**src/rtl/time_set_ctrl.sv**
```systemverilog
// Front-panel time/date editor: snapshots the live counter, steps through the fields with
// up/down wrap-around adjustment and emits a one-cycle load strobe carrying the edited values.
module time_set_ctrl #(
   parameter int unsigned YEAR_MIN       = 2000,
   parameter int unsigned YEAR_MAX       = 2099,
   parameter int unsigned TIMEOUT_CYCLES = 30
) (
   input  logic        clk,
   input  logic        rst,
   input  logic        btn_mode,
   input  logic        btn_next,
   input  logic        btn_up,
   input  logic        btn_down,
   input  logic [15:0] cur_year,
   input  logic [5:0]  cur_month,
   input  logic [10:0] cur_day,
   input  logic [10:0] cur_hour,
   input  logic [10:0] cur_minute,
   input  logic [10:0] cur_second,
   input  logic [10:0] cur_week,
   output logic [15:0] set_year,
   output logic [5:0]  set_month,
   output logic [10:0] set_day,
   output logic [10:0] set_hour,
   output logic [10:0] set_minute,
   output logic [10:0] set_second,
   output logic [10:0] set_week,
   output logic        load,
   output logic        editing,
   output logic [2:0]  field
);

   localparam int unsigned TW   = (TIMEOUT_CYCLES > 1) ? $clog2(TIMEOUT_CYCLES + 1) : 1;
   localparam logic [15:0] YMin = 16'(YEAR_MIN);
   localparam logic [15:0] YMax = 16'(YEAR_MAX);

   typedef enum logic [3:0] {
      StIdle, StYear, StMonth, StDay, StHour, StMinute, StSecond, StWeek, StCommit
   } state_e;

   function automatic logic is_leap(input logic [15:0] y);
      return (((y % 16'd4) == 16'd0) && ((y % 16'd100) != 16'd0)) || ((y % 16'd400) == 16'd0);
   endfunction

   function automatic logic [10:0] max_day(input logic [5:0] m, input logic [15:0] y);
      case (m)
         6'd4, 6'd6, 6'd9, 6'd11: return 11'd30;
         6'd2:                    return is_leap(y) ? 11'd29 : 11'd28;
         default:                 return 11'd31;
      endcase
   endfunction

   // Out-of-range values snap to the minimum on the first adjustment.
   function automatic logic [15:0] step(input logic [15:0] v, input logic [15:0] mn,
                                        input logic [15:0] mx, input logic up);
      if (v < mn || v > mx) return mn;
      if (up) return (v == mx) ? mn : v + 16'd1;
      return (v == mn) ? mx : v - 16'd1;
   endfunction

   state_e        state_q, state_d;
   logic [15:0]   year_q, year_d;
   logic [5:0]    month_q, month_d;
   logic [10:0]   day_q, day_d, hour_q, hour_d, minute_q, minute_d;
   logic [10:0]   second_q, second_d, week_q, week_d;
   logic [TW-1:0] timer_q, timer_d;
   logic          load_q, load_d, editing_q, editing_d;
   logic [2:0]    field_q, field_d;

   logic          any_btn, adj, is_edit;
   logic [15:0]   tmp;
   logic [10:0]   md_new;

   assign any_btn = btn_mode | btn_next | btn_up | btn_down;
   assign adj     = !btn_mode && !btn_next && (btn_up || btn_down);
   assign is_edit = (state_q != StIdle) && (state_q != StCommit);

   always_comb begin
      state_d  = state_q;
      year_d   = year_q;
      month_d  = month_q;
      day_d    = day_q;
      hour_d   = hour_q;
      minute_d = minute_q;
      second_d = second_q;
      week_d   = week_q;
      timer_d  = '0;
      tmp      = '0;
      md_new   = max_day(month_q, year_q);

      case (state_q)
         StIdle: begin
            if (btn_mode) begin
               year_d   = cur_year;
               month_d  = cur_month;
               day_d    = cur_day;
               hour_d   = cur_hour;
               minute_d = cur_minute;
               second_d = cur_second;
               week_d   = cur_week;
               state_d  = StYear;
            end
         end
         StCommit: state_d = StIdle;
         default: begin
            if (btn_mode) begin
               state_d = StIdle;
            end else if (btn_next) begin
               case (state_q)
                  StYear:   state_d = StMonth;
                  StMonth:  state_d = StDay;
                  StDay:    state_d = StHour;
                  StHour:   state_d = StMinute;
                  StMinute: state_d = StSecond;
                  StSecond: state_d = StWeek;
                  default:  state_d = StCommit;
               endcase
            end else if (adj) begin
               // btn_up outranks btn_down, so btn_up alone selects the direction.
               case (state_q)
                  StYear: begin
                     year_d = step(year_q, YMin, YMax, btn_up);
                     md_new = max_day(month_q, year_d);
                     if (day_q > md_new) day_d = md_new;
                  end
                  StMonth: begin
                     tmp     = step({10'd0, month_q}, 16'd1, 16'd12, btn_up);
                     month_d = tmp[5:0];
                     md_new  = max_day(month_d, year_q);
                     if (day_q > md_new) day_d = md_new;
                  end
                  StDay: begin
                     tmp   = step({5'd0, day_q}, 16'd1, {5'd0, md_new}, btn_up);
                     day_d = tmp[10:0];
                  end
                  StHour: begin
                     tmp    = step({5'd0, hour_q}, 16'd0, 16'd23, btn_up);
                     hour_d = tmp[10:0];
                  end
                  StMinute: begin
                     tmp      = step({5'd0, minute_q}, 16'd0, 16'd59, btn_up);
                     minute_d = tmp[10:0];
                  end
                  StSecond: begin
                     tmp      = step({5'd0, second_q}, 16'd0, 16'd59, btn_up);
                     second_d = tmp[10:0];
                  end
                  default: begin
                     tmp    = step({5'd0, week_q}, 16'd1, 16'd7, btn_up);
                     week_d = tmp[10:0];
                  end
               endcase
            end
         end
      endcase

      if (is_edit && !any_btn && TIMEOUT_CYCLES != 0) begin
         if (32'(timer_q) + 32'd1 >= TIMEOUT_CYCLES) begin
            state_d = StIdle;
         end else begin
            timer_d = timer_q + TW'(1);
         end
      end

      load_d    = (state_d == StCommit);
      editing_d = (state_d != StIdle);
      case (state_d)
         StYear:   field_d = 3'd1;
         StMonth:  field_d = 3'd2;
         StDay:    field_d = 3'd3;
         StHour:   field_d = 3'd4;
         StMinute: field_d = 3'd5;
         StSecond: field_d = 3'd6;
         StWeek:   field_d = 3'd7;
         default:  field_d = 3'd0;
      endcase
   end

   always_ff @(posedge clk or posedge rst) begin
      if (rst) begin
         state_q   <= StIdle;
         year_q    <= YMin;
         month_q   <= 6'd1;
         day_q     <= 11'd1;
         hour_q    <= '0;
         minute_q  <= '0;
         second_q  <= '0;
         week_q    <= 11'd1;
         timer_q   <= '0;
         load_q    <= 1'b0;
         editing_q <= 1'b0;
         field_q   <= '0;
      end else begin
         state_q   <= state_d;
         year_q    <= year_d;
         month_q   <= month_d;
         day_q     <= day_d;
         hour_q    <= hour_d;
         minute_q  <= minute_d;
         second_q  <= second_d;
         week_q    <= week_d;
         timer_q   <= timer_d;
         load_q    <= load_d;
         editing_q <= editing_d;
         field_q   <= field_d;
      end
   end

   assign set_year   = year_q;
   assign set_month  = month_q;
   assign set_day    = day_q;
   assign set_hour   = hour_q;
   assign set_minute = minute_q;
   assign set_second = second_q;
   assign set_week   = week_q;
   assign load       = load_q;
   assign editing    = editing_q;
   assign field      = field_q;

endmodule
```
**config.mk**
```make
export PLATFORM = sky130hd
export DESIGN_NAME = time_set_ctrl
export DESIGN_NICKNAME = d
export VERILOG_FILES = /design/src/rtl/time_set_ctrl.sv
export SDC_FILE = /design/constraint.sdc
export NUM_CORES = 1
export LEC_CHECK = 0
export CORE_MARGIN = 4
export CORE_UTILIZATION = 45
export CTS_CLUSTER_SIZE = 30
export DETAILED_ROUTE_END_ITERATION = 6
export PLACE_DENSITY = 0.7
export SLEW_MARGIN = 20
export SYNTH_ARGS = -nofsm -noshare
export SYNTH_HDL_FRONTEND = slang
export SYNTH_SLANG_ARGS = --single-unit
```
**constraint.sdc**
```tcl
create_clock -name clk -period 14.2 [get_ports clk]
set_input_delay 2.13 -clock clk [delete_from_list [all_inputs] [get_ports clk]]
set_output_delay 2.13 -clock clk [all_outputs]
set_load 0.05 [all_outputs]
```
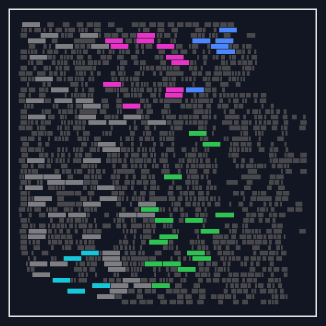
Figure 1: register map, names as in the netlist.
(2 px per micron)
Magenta stands for `set_hour`, sequential cells 11, where top center. Cyan stands for `timer_q`, sequential cells 5, where lower left. Blue stands for `set_month`, sequential cells 6. Green stands for `set_year`, sequential cells 16.
flip-flop and latch area: 2290 sq um
sequential cell area share: 0.200
Layout Utilization: 0.560

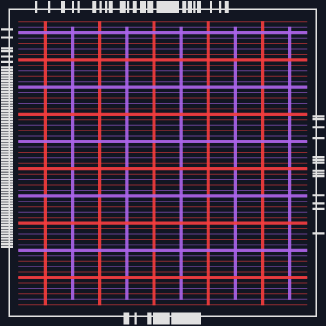
Figure 2: PDN straps and rails.
(2 px per micron) Pins as bars on the die edge.
Red stands for VSS. Purple stands for VDD.
165 signal pins sit on the boundary. 10 straps on met4.
Core Region: 20400 sq um
Die Width: 153 microns

==> flow_summary.yaml <==
# implementation run metrics
run_status:
  status: "completed"
setup_path:
  critPathKind: "reg -> reg"
  crit_top_cell: "a211oi_1"
  worstSetupEndpointType: "register"
  critical-path-top-delay-family: "AND-OR/OR-AND gates"
  r2r_slack_ns: 5.42
  reg2reg_depth: 29
  cp.arrival_ns: 9.04
  worstPathRequired_ns: 14.46
  r2r_start: "set_year[13]$_DFFE_PP0P_"
  crit_fanout: 35
  r2r-end: "set_day[0]$_DFFE_PP1P_"
  critPathBufInv: 0
  crit_path_top_delay_cell: "dfrtp_1"
synth:
  async_flop_share: 1.00
  synth_seq_share: 0.243
  syn-instance-count: 1282
  synth_area_per_cell_sq_um: 7.36
  logic_family: "AND-OR/OR-AND gates"
  ys_sh_xor: 0.0455
  synth.distinct_cells: 100
  yosys-stat-area_sq_um: 9440
  ys_cells: 1282
  synth-adder-area-share: 0.0406
  synth_area_leader_cell: "dfrtp_1"
  flop_cell: "dfrtp_1"
  syn_nets: 1394
  synth_area_sq_um: 9440
flow_run:
  maxCapViolCount: 0
  tool_warnings: 41
finish:
  n_all_buffers: 176
  layout.cells.most_common: "clkdlybuf4s50_1"
  combGateArea_sq_um: 6560
  fin_nets: 1497
  area_dominant_class: "combinational gates"
  comb-cell-share: 0.573
  n_antenna_cell: 0
  layout-drive-gt1-share: 0.0655
  largest_reg_flops: 16
  nClkBuffers: 9
  n_all_inverters: 60
  logic_gate_count: 1047
  clkCellAreaFrac: 0.0264
  mostFrequentLayoutCells: "163 x clkdlybuf4s50_1, 142 x nor2_1, 124 x nand2_1, 102 x a21oi_1, 94 x o21ai_0"
final_timing:
  setup_viol: 0
  min_period_over_period: 0.618
  worst_pin_slew_ns: 0.995
  tns_ns: 0
  max_slew_margin: 0.337
  skew_ns: 0.00722
  finalCriticalPeriod_ns: 8.78
  drv_slew: 0
global_routing:
  antenna_found_initial: 1
  grt_max_degree: 76
  grt_pass1_vias: 9360
  grt_usage: 0.242
  grt_pass1_wl_microns: 47800
  overflow: 0
route:
  postRouteAntennaNets: 0
  first_pass_iters: 5
  wl_per_cell_microns: 17.7
  highest_layer: "met5"
  drc: 0
  drtIter0Drc: 822
  wl_met3_microns: 2460
placed_design:
  globalplace.congestion: 0.887
  io_buffers: 164
clocking:
  ctsResizeCount: 0
  numClockSinks: 91
  root_buffer: "clkbuf_16"
  cts_inserted_buffers: 9
  htree_levels: 3
  post_cts_buffers: 0
  tritoncts: "done"
  clockBufferDepth: 2
  clkLatencyLatePin_ns: 0.35
floorplan:
  io_pins: 165
  tap_cells: 270
  die-area_sq_um: 23300
hold_path:
  min_path_type: "reg -> reg"
  worstHoldPathCells: 1
  hold_end: "timer_q[0]$_DFF_PP0_"
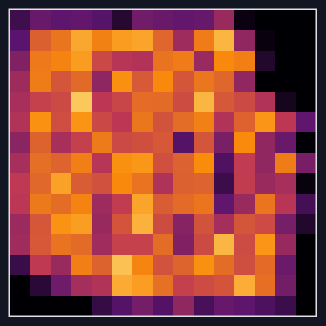
Figure 3: cell density map.
(2 px per micron) 15 x 15 tiles, from black (low) to pale yellow (high), 0 to 100% covered.
12% of the tiles are over 75% full. The mean over all tiles is 48%. The fullest tile reaches 88%.
Init Core Util: 0.462

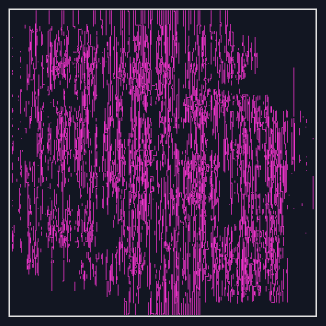
Figure 4: met2 routing.
(2 px per micron)
The longest straight run is 46.2 microns. 1196 nets have wire on it. The layer holds 47% of the routed length. The layer carries 13800 microns of wire.
GRT met2 Usage: 0.393
Routed Wire Length: 29400 microns
DR vias: 10100

stage by stage:
| step | setup slack, ns | area, sq um | hold WS (ns) | std cells |
|---|---|---|---|---|
| floorplan | 7.05 | 9440 | 0.453 | 1282 |
| finish | 5.42 | 11400 | 0.490 | 1660 |
| CTS | 5.44 | 11400 | 0.495 | 1660 |
| detailed placement | 5.46 | 11100 | 0.486 | 1644 |
| global placement | 5.74 | 11100 | 0.476 | 1644 |
| global route | 4.55 | 11400 | 0.504 | 1660 |
